`config.mk`:
```
export PLATFORM = sky130hd
export DESIGN_NAME = grid_cell_renderer
export DESIGN_NICKNAME = d
export VERILOG_FILES = /design/src/rtl/grid_render_pkg.sv /design/src/rtl/cell_raster_counter.sv /design/src/rtl/grid_cell_renderer.sv
export SDC_FILE = /design/constraint.sdc
export NUM_CORES = 1
export LEC_CHECK = 0
export ABC_AREA = 0
export CORE_ASPECT_RATIO = 0.5
export CORE_MARGIN = 3
export CORE_UTILIZATION = 40
export DETAILED_ROUTE_END_ITERATION = 12
export HOLD_SLACK_MARGIN = 0.06
export MAX_ROUTING_LAYER = met4
export SLEW_MARGIN = 30
export SYNTH_ARGS = -nofsm -noshare
export SYNTH_HDL_FRONTEND = slang
export SYNTH_HIERARCHICAL = 1
export SYNTH_SLANG_ARGS = --single-unit
```
`constraint.sdc`:
```
create_clock -name clk -period 4.05 [get_ports clk]
set_input_delay 0.81 -clock clk [delete_from_list [all_inputs] [get_ports clk]]
set_output_delay 0.81 -clock clk [all_outputs]
set_load 0.005 [all_outputs]
```
`src/rtl/grid_render_pkg.sv`:
```
`default_nettype none
// ============================================================================
//  Module      : grid_render_pkg
//  Description : Shared definitions for the grid cell renderer: cell-state
//                codes, pixel colours, FSM state encoding and the
//                cell-state to colour mapping.
//  Ports       : none (package)
//  Revision    : 1.0  initial release
// ============================================================================
package grid_render_pkg;

  // Cell-state codes held in each 2-bit board slot
  localparam logic [1:0] CELL_EMPTY = 2'd0;
  localparam logic [1:0] CELL_X     = 2'd1;
  localparam logic [1:0] CELL_O     = 2'd2;
  localparam logic [1:0] CELL_RSVD  = 2'd3;

  // Fill colours
  localparam logic [2:0] COL_EMPTY = 3'b000;
  localparam logic [2:0] COL_X     = 3'b100;
  localparam logic [2:0] COL_O     = 3'b001;

  // Renderer FSM states
  typedef enum logic [1:0] {
    ST_IDLE = 2'd0,
    ST_SCAN = 2'd1,
    ST_DRAW = 2'd2,
    ST_FIN  = 2'd3
  } state_t;

  // Reserved code is drawn as an empty cell
  function automatic logic [2:0] cell_colour(input logic [1:0] state);
    case (state)
      CELL_X:  return COL_X;
      CELL_O:  return COL_O;
      default: return COL_EMPTY;
    endcase
  endfunction

endpackage
`default_nettype wire

```
`src/rtl/cell_raster_counter.sv`:
```
`default_nettype none
// ============================================================================
//  Module      : cell_raster_counter
//  Description : Walks a CELL_W x CELL_W square in raster order (cx fastest).
//                Cleared to (0,0) on i_clear, steps once per i_advance.
//  Ports       : clk        in  clock
//                reset      in  asynchronous active-high reset
//                i_clear    in  return to (0,0)
//                i_advance  in  step to the next pixel
//                o_row_end  out current pixel is at cx = CELL_W-1
//                o_last     out current pixel is the last of the square
//  Revision    : 1.0  initial release
// ============================================================================
module cell_raster_counter #(
  parameter int CELL_W = 26,
  parameter int CW     = 5
) (
  input  logic clk,
  input  logic reset,
  input  logic i_clear,
  input  logic i_advance,
  output logic o_row_end,
  output logic o_last
);

  localparam logic [CW-1:0] C_MAX = CW'(CELL_W - 1);

  logic [CW-1:0] r_cx;
  logic [CW-1:0] r_cy;

  always_ff @(posedge clk or posedge reset) begin
    if (reset) begin
      r_cx <= '0;
      r_cy <= '0;
    end else if (i_clear) begin
      r_cx <= '0;
      r_cy <= '0;
    end else if (i_advance) begin
      if (r_cx == C_MAX) begin
        r_cx <= '0;
        r_cy <= (r_cy == C_MAX) ? '0 : r_cy + CW'(1);
      end else begin
        r_cx <= r_cx + CW'(1);
      end
    end
  end

  assign o_row_end = (r_cx == C_MAX);
  assign o_last    = o_row_end && (r_cy == C_MAX);

endmodule
`default_nettype wire

```
`src/rtl/grid_cell_renderer.sv`:
```
`default_nettype none
// ============================================================================
//  Module      : grid_cell_renderer
//  Description : Scans a GRID_N x GRID_N board of 2-bit cells and streams one
//                solid CELL_W x CELL_W square per cell as plotted pixels.
//                Full redraw or dirty-only redraw, with plot/plot_ready
//                handshake toward the VGA adapter.
//  Ports       : clk            in  clock
//                reset          in  asynchronous active-high reset
//                i_start        in  begin a pass (honoured only when idle)
//                i_full_redraw  in  sampled with start: 1 all cells, 0 dirty
//                i_cell_state   in  board, cell k at bits [2k+1:2k]
//                i_plot_ready   in  VGA side accepts current pixel
//                o_plot         out pixel outputs valid
//                o_x_out        out pixel x
//                o_y_out        out pixel y
//                o_colour_out   out pixel colour
//                o_busy         out pass in progress
//                o_done         out one-cycle end-of-pass pulse
//  Revision    : 1.0  initial release
// ============================================================================
module grid_cell_renderer
  import grid_render_pkg::*;
#(
  parameter int GRID_N   = 3,
  parameter int CELL_W   = 26,
  parameter int GAP      = 1,
  parameter int X0       = 0,
  parameter int Y0       = 0,
  parameter int X_W      = 8,
  parameter int Y_W      = 7,
  parameter int COLOUR_W = 3
) (
  input  logic                       clk,
  input  logic                       reset,
  input  logic                       i_start,
  input  logic                       i_full_redraw,
  input  logic [2*GRID_N*GRID_N-1:0] i_cell_state,
  input  logic                       i_plot_ready,
  output logic                       o_plot,
  output logic [X_W-1:0]             o_x_out,
  output logic [Y_W-1:0]             o_y_out,
  output logic [COLOUR_W-1:0]        o_colour_out,
  output logic                       o_busy,
  output logic                       o_done
);

  localparam int NCELL = GRID_N * GRID_N;
  localparam int PITCH = CELL_W + GAP;
  localparam int KW    = (NCELL  > 1) ? $clog2(NCELL)  : 1;
  localparam int RW    = (GRID_N > 1) ? $clog2(GRID_N) : 1;
  localparam int CW    = (CELL_W > 1) ? $clog2(CELL_W) : 1;

  // The last cell must still fit inside the coordinate range
  if (X0 + GRID_N * PITCH > (1 << X_W)) begin : g_x_range_chk
    $error("grid_cell_renderer: board exceeds X_W coordinate range");
  end
  if (Y0 + GRID_N * PITCH > (1 << Y_W)) begin : g_y_range_chk
    $error("grid_cell_renderer: board exceeds Y_W coordinate range");
  end

  state_t r_state, w_next_state;

  logic [1:0]       r_snap  [NCELL];
  logic [1:0]       r_drawn [NCELL];
  logic [NCELL-1:0] r_drawn_valid;
  logic             r_full;

  // Cell index kept alongside its row/column so no divider is needed
  logic [KW-1:0]    r_k;
  logic [RW-1:0]    r_col;
  logic [RW-1:0]    r_row;

  logic                r_plot;
  logic [X_W-1:0]      r_x;
  logic [Y_W-1:0]      r_y;
  logic [COLOUR_W-1:0] r_colour;
  logic                r_busy;
  logic                r_done;

  logic           w_draw_cell;
  logic           w_last_cell;
  logic           w_accept;
  logic           w_row_end;
  logic           w_last_pix;
  logic [X_W-1:0] w_base_x;
  logic [Y_W-1:0] w_base_y;

  assign w_draw_cell = r_full || !r_drawn_valid[r_k] || (r_snap[r_k] != r_drawn[r_k]);
  assign w_last_cell = (r_k == KW'(NCELL - 1));
  assign w_accept    = r_plot && i_plot_ready;
  assign w_base_x    = X_W'(X0 + int'(r_col) * PITCH);
  assign w_base_y    = Y_W'(Y0 + int'(r_row) * PITCH);

  cell_raster_counter #(
    .CELL_W (CELL_W),
    .CW     (CW)
  ) u_raster (
    .clk       (clk),
    .reset     (reset),
    .i_clear   (r_state == ST_SCAN),
    .i_advance ((r_state == ST_DRAW) && w_accept),
    .o_row_end (w_row_end),
    .o_last    (w_last_pix)
  );

  // ---------------------------------------------------------------- FSM
  always_ff @(posedge clk or posedge reset) begin
    if (reset) begin
      r_state <= ST_IDLE;
    end else begin
      r_state <= w_next_state;
    end
  end

  always_comb begin
    w_next_state = r_state;
    case (r_state)
      ST_IDLE: begin
        if (i_start) w_next_state = ST_SCAN;
      end
      ST_SCAN: begin
        if (w_draw_cell)      w_next_state = ST_DRAW;
        else if (w_last_cell) w_next_state = ST_FIN;
      end
      ST_DRAW: begin
        if (w_accept && w_last_pix) w_next_state = w_last_cell ? ST_FIN : ST_SCAN;
      end
      ST_FIN: begin
        w_next_state = ST_IDLE;
      end
      default: w_next_state = ST_IDLE;
    endcase
  end

  // ------------------------------------------------------------ datapath
  always_ff @(posedge clk or posedge reset) begin
    if (reset) begin
      for (int i = 0; i < NCELL; i++) begin
        r_snap[i]  <= CELL_EMPTY;
        r_drawn[i] <= CELL_EMPTY;
      end
      r_drawn_valid <= '0;
      r_full        <= 1'b0;
      r_k           <= '0;
      r_col         <= '0;
      r_row         <= '0;
      r_plot        <= 1'b0;
      r_x           <= '0;
      r_y           <= '0;
      r_colour      <= '0;
      r_busy        <= 1'b0;
      r_done        <= 1'b0;
    end else begin
      r_done <= 1'b0;
      case (r_state)
        ST_IDLE: begin
          if (i_start) begin
            for (int i = 0; i < NCELL; i++) begin
              r_snap[i] <= i_cell_state[2*i +: 2];
            end
            r_full <= i_full_redraw;
            r_busy <= 1'b1;
            r_k    <= '0;
            r_col  <= '0;
            r_row  <= '0;
          end
        end
        ST_SCAN: begin
          if (w_draw_cell) begin
            r_plot   <= 1'b1;
            r_x      <= w_base_x;
            r_y      <= w_base_y;
            r_colour <= COLOUR_W'(cell_colour(r_snap[r_k]));
          end else begin
            r_k <= r_k + KW'(1);
            if (r_col == RW'(GRID_N - 1)) begin
              r_col <= '0;
              r_row <= r_row + RW'(1);
            end else begin
              r_col <= r_col + RW'(1);
            end
          end
        end
        ST_DRAW: begin
          if (w_accept) begin
            if (w_last_pix) begin
              r_drawn[r_k]       <= r_snap[r_k];
              r_drawn_valid[r_k] <= 1'b1;
              r_plot             <= 1'b0;
              r_k                <= r_k + KW'(1);
              if (r_col == RW'(GRID_N - 1)) begin
                r_col <= '0;
                r_row <= r_row + RW'(1);
              end else begin
                r_col <= r_col + RW'(1);
              end
            end else if (w_row_end) begin
              r_x <= w_base_x;
              r_y <= r_y + Y_W'(1);
            end else begin
              r_x <= r_x + X_W'(1);
            end
          end
        end
        ST_FIN: begin
          r_done <= 1'b1;
          r_busy <= 1'b0;
        end
        default: ;
      endcase
    end
  end

  assign o_plot       = r_plot;
  assign o_x_out      = r_x;
  assign o_y_out      = r_y;
  assign o_colour_out = r_colour;
  assign o_busy       = r_busy;
  assign o_done       = r_done;

endmodule
`default_nettype wire

```
run_1/pdn.png
Bar = 50 um. Pins as bars on the die edge. Tap cells in gray.
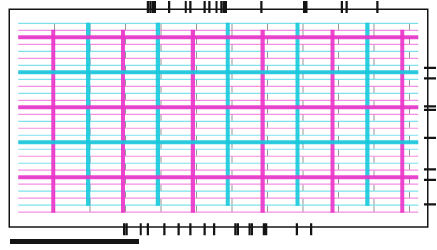
- magenta: VSS
- cyan: VDD
- met4 straps: 11
- rows: 27
- tap cells: 159
highest ir drop seen on vdd: 0.169 mV
die span in x: 162 um
Std-Cell Core Area: 11,400 sq um

run_1/cell_classes.png
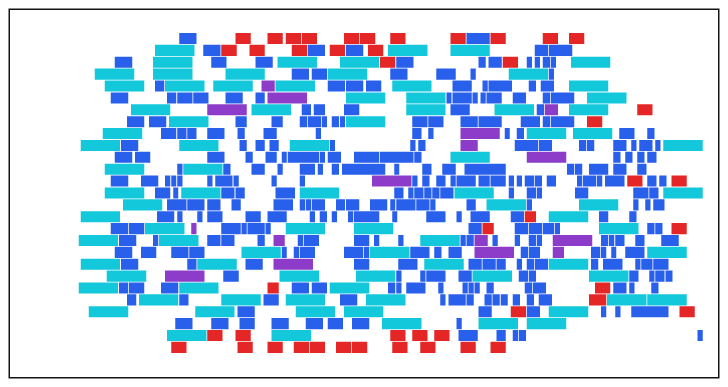
- purple: clock drivers and dummy loads (cells 16; share of their area 5.1%)
- cyan: flip-flops (cells 86; share of their area 39%)
- red: other buffers and delay cells (cells 46; share of their area 8.3%)
- blue: all other logic (cells 340; share of their area 47%)
core occupancy in the finished layout: 49.8%
floorplan row count: 27

run_1/clock_map.png
Bar = 50 um.
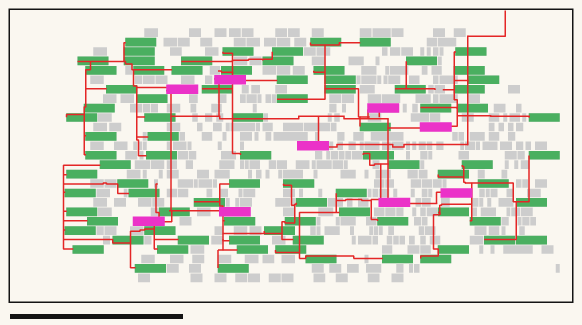
- red: clock wires (length 1,140 um)
- magenta: cells driving clock nets (count 9)
- green: flip-flops (count 86)
- flops lie: all over the die
- routed clock nets: 10
Insertion Delay late pin: 0.34 ns
Worst Skew: 0.00585 ns
power consumed by the clock network: 0.000788 W

run 1: cells by family (layout without fill, tap and decap cells):
kind of cell             after synthesis  count (layout)  synth area share [%]
AND-OR/OR-AND                         88              88                  14.0
XOR/XNOR                               6               6                  1.23
adder cells (fa/ha/maj)               23              23                  5.91
buffers and inverters                 48              89                  4.62
flip-flops                            86              86                  44.2
multiplexers                          72              72                  16.6
other                                  1               1                0.0769
AND/OR/NAND/NOR                      123             123                  13.5
run 1: power groups by stage:
stage / logic (W) / registers (W) / clock network, W
final: 0.0000398 / 0.000859 / 0.000788
after detailed placement: 0.0000420 / 0.000875 / 0
after global placement: 0.0000415 / 0.000875 / 0
after CTS: 0.0000419 / 0.000858 / 0.000809
after global routing: 0.0000455 / 0.000858 / 0.000848
after floorplan: 0.0000138 / 0.000875 / 0
run 1: final timing paths:
path,from,endpoint,slack (ns),cells after the start
min in group asynchronous,reset,u_raster/r_cx[2],0.82,2
worst min register to register,r_drawn_valid[0],r_drawn_valid[0],0.47,1
worst min-delay path,r_drawn_valid[0],r_drawn_valid[0],0.47,1
max in group asynchronous,reset,r_drawn[7],2.55,3
worst max register to register,r_k[2],r_k[2],0.87,7
worst max-delay path,r_k[2],r_k[2],0.87,7
run 1: stage by stage:
stage / hold slack, ns / instances / cell area (sq um) / worst slack (ns)
floorplan: 0.428 / 447 / 4870 / 1.30
global placement: 0.449 / 631 / 5400 / 0.961
detailed placement: 0.451 / 631 / 5410 / 0.862
CTS: 0.468 / 647 / 5690 / 0.857
global route: 0.482 / 647 / 5690 / 0.663
finish: 0.465 / 647 / 5690 / 0.874
run 1: layout make-up:
type | instances | area, sq um
fillers | 1058 | 5730
multi-input cells | 313 | 2500
flip-flops and latches | 86 | 2150
repair buffers | 46 | 454
clock buffers | 10 | 229
well taps | 159 | 199
inverters | 27 | 104
clock inverters | 6 | 52.6
run 1: routing by layer:
layer	routed length (um)	part of all wire (%)	global-route usage (%)
met5	0	0	-
met4	101	0.98	3.48
met3	436	4.3	3.96
met2	4560	45	23.2
met1	5150	50	23.2
run 1: state kept, by name (all words and copies together), names as in the netlist:
| register | count |
|---|---|
| o_plot | 1 |
| u_raster/r_cx | 5 |
| o_done | 1 |
| o_colour_out | 2 |
| o_busy | 1 |
| o_y_out | 7 |
| r_snap | 18 |
| r_k | 4 |
| r_full | 1 |
| r_drawn | 18 |
| r_state | 2 |
| r_row | 2 |
| u_raster/r_cy | 5 |
| r_drawn_valid | 9 |
| r_col | 2 |
| o_x_out | 8 |
run 1: cell usage in the layout, fill, tap and decap left out, drive strengths merged, types with 6 or more instances in the layout:
| master | synthesis | final |
|---|---|---|
| a21oi | 20 | 20 |
| clkbuf | 12 | 10 |
| clkdlybuf4s50 | 0 | 42 |
| dfrtp | 86 | 86 |
| ha | 23 | 23 |
| inv | 27 | 31 |
| mux2 | 48 | 48 |
| mux2i | 24 | 24 |
| nand2 | 42 | 42 |
| nand2b | 13 | 13 |
| nand3 | 16 | 16 |
| nor2 | 21 | 21 |
| o21ai | 19 | 19 |
| o221ai | 6 | 6 |
==> results_slide.txt, run 1 <==
Synthesis and Place & Route Summary

Run status
  – Run status: complete, no violations

Synthesis
  – Post-synthesis sequential element count: 86
  – Synth unique cells: 69
  – Largest area contributor in the netlist: sky130_fd_sc_hd__dfrtp_1
  – Number of warning messages in the yosys log: 6
  – Most frequent cells after synthesis: 86 x sky130_fd_sc_hd__dfrtp_1, 41 x sky130_fd_sc_hd__nand2_1, 40 x sky130_fd_sc_hd__mux2_2, 25 x sky130_fd_sc_hd__inv_1, 24 x sky130_fd_sc_hd__mux2i_1
  – Number of synthesized flops with an enable pin: 0
  – Cell area after synthesis: 4870 sq um
  – Proportion of netlist area held by the largest area contributor: 44.2%
  – Post-synthesis area per instance: 10.9 sq um

Min path
  – Hold WC Path Type: reg -> reg

Floorplan
  – Fp util: 42.7%

Routing
  – Detail Route Antenna Nets: 0
  – Final Routed Wirelength: 10,300 um
  – WL per Instance: 15.8 um

Setup path
  – Number of buffers and inverters on the critical path: 0
  – Critical Path, Cell by Cell: or2_1, nor2_1, o32a_2, xnor2_2, o41ai_4, nand2_4, a211o_1
  – Worst Path Max Fanout: 17
  – CP Data Arrival Time: 3.40 ns
  – CP max-delay cell: sky130_fd_sc_hd__dfrtp_1

Power
  – Cell-internal power: 0.00130 W
  – Logic pwr share: 2.4%
  – Switching power of the nets: 0.000381 W

Timing
  – Final total negative setup slack: 0 ns
  – Share of the cycle needed by the critical path after routing: 78.4%
  – Worst-Margin Slew: 0.888 ns
  – Peak Freq: 315 MHz
  – Worst relative slew slack: 40.7%
  – Final Setup Violations: 0

Clocking
  – Hold-fix buffers at CTS: 0
  – Setup repair bufs after CTS: 0
  – Total number of clock tree sinks: 86
  – Buffer depth of the longest clock path: 2
  – Clock tree root buffer cell: sky130_fd_sc_hd__clkbuf_16
  – Number of CTS-inserted buffers: 9

Final layout
  – Diodes inserted: 0

Flow run
  – Max_cap viols: 0

Global route
  – Number of antenna violations at the first check in global routing: 0

Placed design
  – Gp weighted congestion: 0.823
run_1/metal_stack.png
Bar = 50 um. Only two layers are drawn.
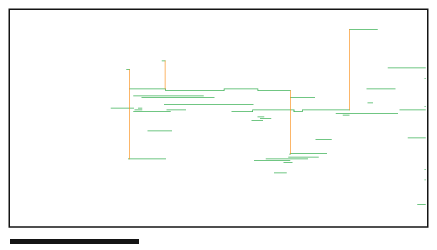

==> run 1 -> run 2 <==
Clock period 4.05 ns to 2.6 ns, I/O delays scaled along.
run_2/metal_stack.png
Bar = 50 um. Only two layers are drawn.
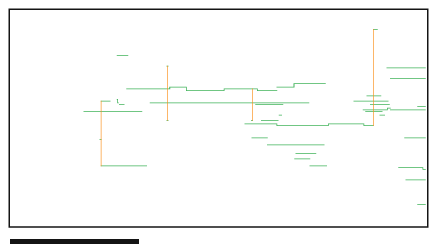
- green: met3 (wire length 436 um)
- orange: met4 (wire length 95.9 um)
Overall Global Routing Usage: 16.8%
vias after detailed routing: 3,670
Final Routed Wirelength: 11,000 um
WL per Instance: 16.0 um

run_2/pdn.png
Bar = 50 um. Pins as bars on the die edge. Tap cells in gray.
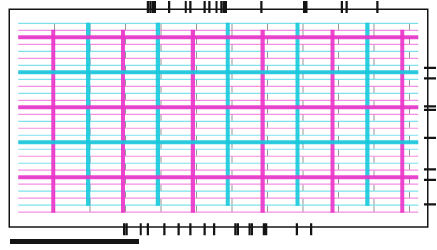
- magenta: VSS
- cyan: VDD
- rows: 27
- tap cells: 159
- met1 rails: 28
- met4 straps: 11
- met5 straps: 5
highest ir drop seen on vdd: 0.272 mV
Die Height: 84.1 um

==> results_slide.txt, run 2 <==
Synthesis and Place & Route Summary

Run status
  – Run status: finished with violations (was complete, no violations)
  – Failing checks: negative setup slack

Placed design
  – Gp weighted congestion: 0.829 (was 0.823)

Routing
  – Detail Route Antenna Nets: 0 (unchanged)

Clocking
  – Buffer depth of the longest clock path: 2 (unchanged)
  – Number of CTS-inserted buffers: 9 (unchanged)

Setup path
  – CP max-delay cell: sky130_fd_sc_hd__dfrtp_2 (was sky130_fd_sc_hd__dfrtp_1)
  – Number of buffers and inverters on the critical path: 6 (was 0)
  – CP Data Arrival Time: 2.85 ns (was 3.40 ns)
  – Critical Path, Cell by Cell: buf_8, buf_6, buf_4, mux2i_1, o221ai_2, nand3b_1, buf_4, nor4_4, buf_4, a221oi_4, buf_12, mux2_4 (was or2_1, nor2_1, o32a_2, xnor2_2, o41ai_4, nand2_4, a211o_1)

Timing
  – Worst relative slew slack: 61.5% (was 40.7%)
  – Peak Freq: 380 MHz (was 315 MHz)
  – Worst setup slack after layout: -0.0321 ns (was 0.874 ns)
  – Final total negative setup slack: -0.159 ns (was 0 ns)
  – Final Setup Violations: 7 (was 0)

Floorplan
  – Std-Cell Core Area: 11,400 sq um (unchanged)
  – Die span in x: 162 um (unchanged)

Min path
  – Hold WC Path Type: reg -> reg (unchanged)

Synthesis
  – Post-synthesis area per instance: 10.9 sq um (unchanged)
  – Compound Share, Synth: 14.0% (unchanged)
  – Multiplexer share of the synthesized area: 16.6% (unchanged)

Final layout
  – Diodes inserted: 0 (unchanged)
[run 2: layer usage]
layer | vias up | routed length [um] | track usage [%]
met5 | - | 0 | -
li1 | 1771 | - | -
met2 | 61 | 5020 | 25.4
met3 | 9 | 436 | 4.66
met4 | 0 | 95 | 3.79
met1 | 1829 | 5420 | 22.7
[run 2: logic make-up after synthesis]
| group | Yosys count |
|---|---|
| and+or+nand+nor | 123 |
| xor gates and xnor gates | 6 |
| AOI/OAI and AO/OA | 88 |
| buffers and inverters | 48 |
| DFF | 86 |
| adders and majority gates | 23 |
| muxes | 72 |
| other | 1 |
[run 2: where the power goes]
group | internal (W) | leakage (nW) | switching (W)
clock | 0.000933 | 0.161 | 0.000531
combinational | 0.0000325 | 1.63 | 0.0000319
sequential | 0.00134 | 1.15 | 0
total | 0.00230 | 2.94 | 0.000563
[run 2: stage by stage]
| step | hold WS, ns | area (sq um) | worst slack (ns) |
|---|---|---|---|
| 6_report | 0.465 | 6150 | -0.0321 |
| 3_5_place_dp | 0.451 | 5640 | -0.0444 |
| 2_1_floorplan | 0.360 | 4870 | 0.0856 |
| 5_1_grt | 0.487 | 6150 | -0.0933 |
| 3_3_place_gp | 0.447 | 5640 | -0.0485 |
| 4_1_cts | 0.469 | 5990 | 0.00662 |
[run 2: cell type report]
cell class | instances | area (sq um)
Clock buffer | 9 | 225
Clock inverter | 6 | 111
Tap cell | 159 | 199
Timing Repair Buffer | 84 | 795
Inverter | 27 | 104
Multi-Input combinational cell | 313 | 2560
Fill cell | 1020 | 5270
Sequential cell | 86 | 2150
[run 2: worst paths after layout]
kind,to,depth (start not counted),startpoint,slack (ns)
setup / recovery,o_y_out[4],12,r_k[2],-0.03
hold / removal,r_drawn_valid[3],1,r_drawn_valid[3],0.46
setup reg to reg,o_y_out[4],12,r_k[2],-0.03
hold reg to reg,r_drawn_valid[3],1,r_drawn_valid[3],0.46
max in group asynchronous,r_state[0],3,reset,1.61
min in group asynchronous,u_raster/r_cy[2],2,reset,0.53
[run 2: timing repair]
action / CTS / global route
endpoints found under the setup margin: 9 / 25
setup buffers: 1 / 9
gates cloned: 0 / 0
pin swaps: 1 / 16
hold endpoints to repair: 0 / 0
resized: 1 / 29
run_2/clock_map.png
Bar = 50 um.
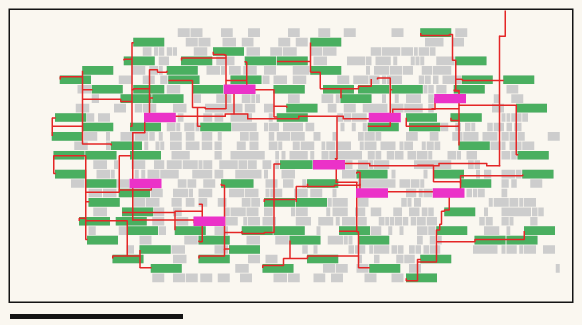

==> run 2 -> run 3 <==
Settings changed: SYNTH_HIERARCHICAL 1 to unset.
run_3/clock_map.png
Bar = 50 um.
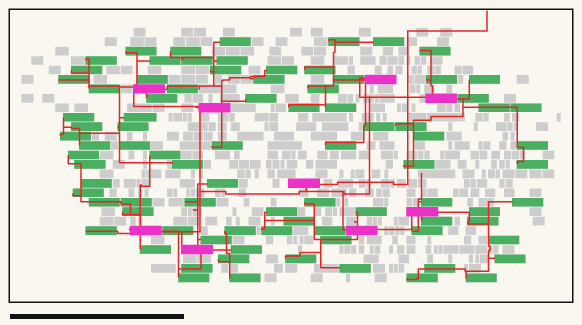
- magenta: cells driving clock nets (count 9)
- green: flip-flops (count 86)
- red: clock wires (length 1,160 um)
- flops lie: all over the die
- routed clock nets: 10
share of total power in the clock network: 51.4%
power consumed by the clock network: 0.00149 W

run_3/final_clocks.png
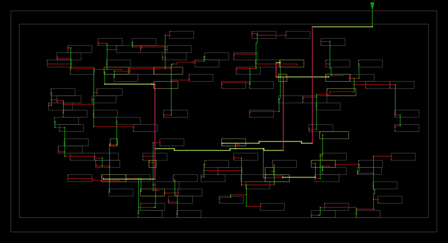
count of clock buffers in the final design: 9
Insertion Delay late pin: 0.35 ns
number of CTS-inserted buffers: 9
Worst Skew: 0.00604 ns
sequential cell count of the final layout: 86

==> results_slide.txt, run 3 <==
Synthesis and Place & Route Summary

Routing
  – Vias after detailed routing: 3,553 (was 3,670)

Floorplan
  – Std-Cell Core Area: 11,400 sq um (unchanged)
  – Die span in x: 162 um (about the same)
  – Fp util: 42.5% (was 42.7%)

Synthesis
  – Proportion of netlist area held by the largest area contributor: 44.3% (was 44.2%)
  – Number of warning messages in the yosys log: 0 (was 6)
  – Most frequent cells after synthesis: 86 x sky130_fd_sc_hd__dfrtp_1, 51 x sky130_fd_sc_hd__nand2_1, 28 x sky130_fd_sc_hd__mux2_2, 27 x sky130_fd_sc_hd__mux2i_1, 24 x sky130_fd_sc_hd__ha_1 (was 86 x sky130_fd_sc_hd__dfrtp_1, 41 x sky130_fd_sc_hd__nand2_1, 40 x sky130_fd_sc_hd__mux2_2, 25 x sky130_fd_sc_hd__inv_1, 24 x sky130_fd_sc_hd__mux2i_1)
  – Number of synthesized flops with an enable pin: 0 (unchanged)
  – Cell area after synthesis: 4860 sq um (was 4870 sq um)
  – Synth unique cells: 76 (was 69)

Setup path
  – Depth of the worst register-to-register path: 9 (was 12)
  – Endpoint of the most critical register-to-register path: o_x_out[4] (was o_y_out[4])
  – CP max-delay cell: sky130_fd_sc_hd__a311o_4 (was sky130_fd_sc_hd__dfrtp_2)
  – Minimum setup slack among reg-to-reg paths: 0.15 ns (was -0.03 ns)

Min path
  – Endpoint with the worst hold slack: r_drawn_valid[4] (was r_drawn_valid[3])

Power
  – Highest ir drop seen on vdd: 0.300 mV (was 0.272 mV)

Timing
  – Worst hold margin: 0.462 ns (was 0.465 ns)
  – Final total negative setup slack: 0 ns (was -0.159 ns)
  – Share of the cycle needed by the critical path after routing: 94.4% (was 101%)

Final layout
  – Registers with the most flip-flops: r_drawn x18, r_snap x18, r_drawn_valid x9 (unchanged)
  – Diodes inserted: 0 (unchanged)

Global route
  – Number of antenna violations at the first check in global routing: 0 (unchanged)

Run status
  – Run status: complete, no violations (was finished with violations)
-- run 3: layout make-up --
type	instances	area (sq um)	share of cell area (%)
Inverter	20	78.8	1.33
Multi-Input combinational cell	327	2490	41.9
Tap cell	159	199	3.35
Timing Repair Buffer	68	671	11.3
Sequential cell	86	2150	36.2
Clock buffer	9	225	3.79
Clock inverter	7	123	2.06
-- run 3: timing repair --
item | 4_1_cts | 5_1_grt
setup buffers | 0 | 4
setup endpoints to repair | 3 | 14
cloned | 0 | 1
hold buffers | 0 | 0
gates resized | 1 | 4
pin swaps | 0 | 1
-- run 3: through the flow --
stage          cells  area (sq um)  total power, W  setup slack (ns)  util (%)
3_3_place_gp     655          5520         0.00143            0.0913      48.3
3_5_place_dp     655          5520         0.00143            0.0444      48.3
5_1_grt          676          5940         0.00299            0.0204      52.0
6_report         676          5940         0.00290             0.146      52.0
2_1_floorplan    453          4860         0.00138             0.310         -
4_1_cts          671          5870         0.00293            0.0484      51.4
-- run 3: kinds of logic after synthesis --
| group | share of synthesized area (%) |
|---|---|
| XOR/XNOR | 1.78 |
| adder cells (fa/ha/maj) | 6.18 |
| other | 0.0772 |
| flip-flops | 44.3 |
| AND/OR/NAND/NOR | 14.9 |
| multiplexers | 12.5 |
| AND-OR/OR-AND | 15.4 |
| buffers and inverters | 4.77 |
-- run 3: per-layer routing --
layer	up-vias	share of wire, %	track usage, %
li1	1751	-	-
met1	1736	51	23.4
met2	57	44	24.7
met3	9	3.8	3.96
met4	0	1.1	4.64
met5	-	0	-
-- run 3: critical path, delay by kind of cell, from the launching register on --
kind	cells	cell delay (ns)
buf+inv	2	0.37
compound gates	5	1.15
xor+xnor	1	0.19
flops	1	0.41
mux	1	0.22
-- run 3: worst max-delay path by stage --
stage,start,end,cells past startpoint
final,r_k[0],o_x_out[4],9
after floorplan,r_k[0],o_x_out[2],10
after global placement,r_k[0],o_x_out[2],8
after detailed placement,r_k[0],o_x_out[6],8
after CTS,r_k[0],o_x_out[6],8
after global routing,r_k[0],r_k[2],9
-- run 3: report_power, final --
part           switching (W)  internal [W]   total, W  leakage (nW)
clock network       0.000548      0.000942    0.00149         0.162
registers                  0       0.00134    0.00134          1.15
logic              0.0000335     0.0000355  0.0000689          1.54
total               0.000582       0.00231    0.00290          2.85
Power figures rest on the tool's default switching activity, not on a simulated workload.
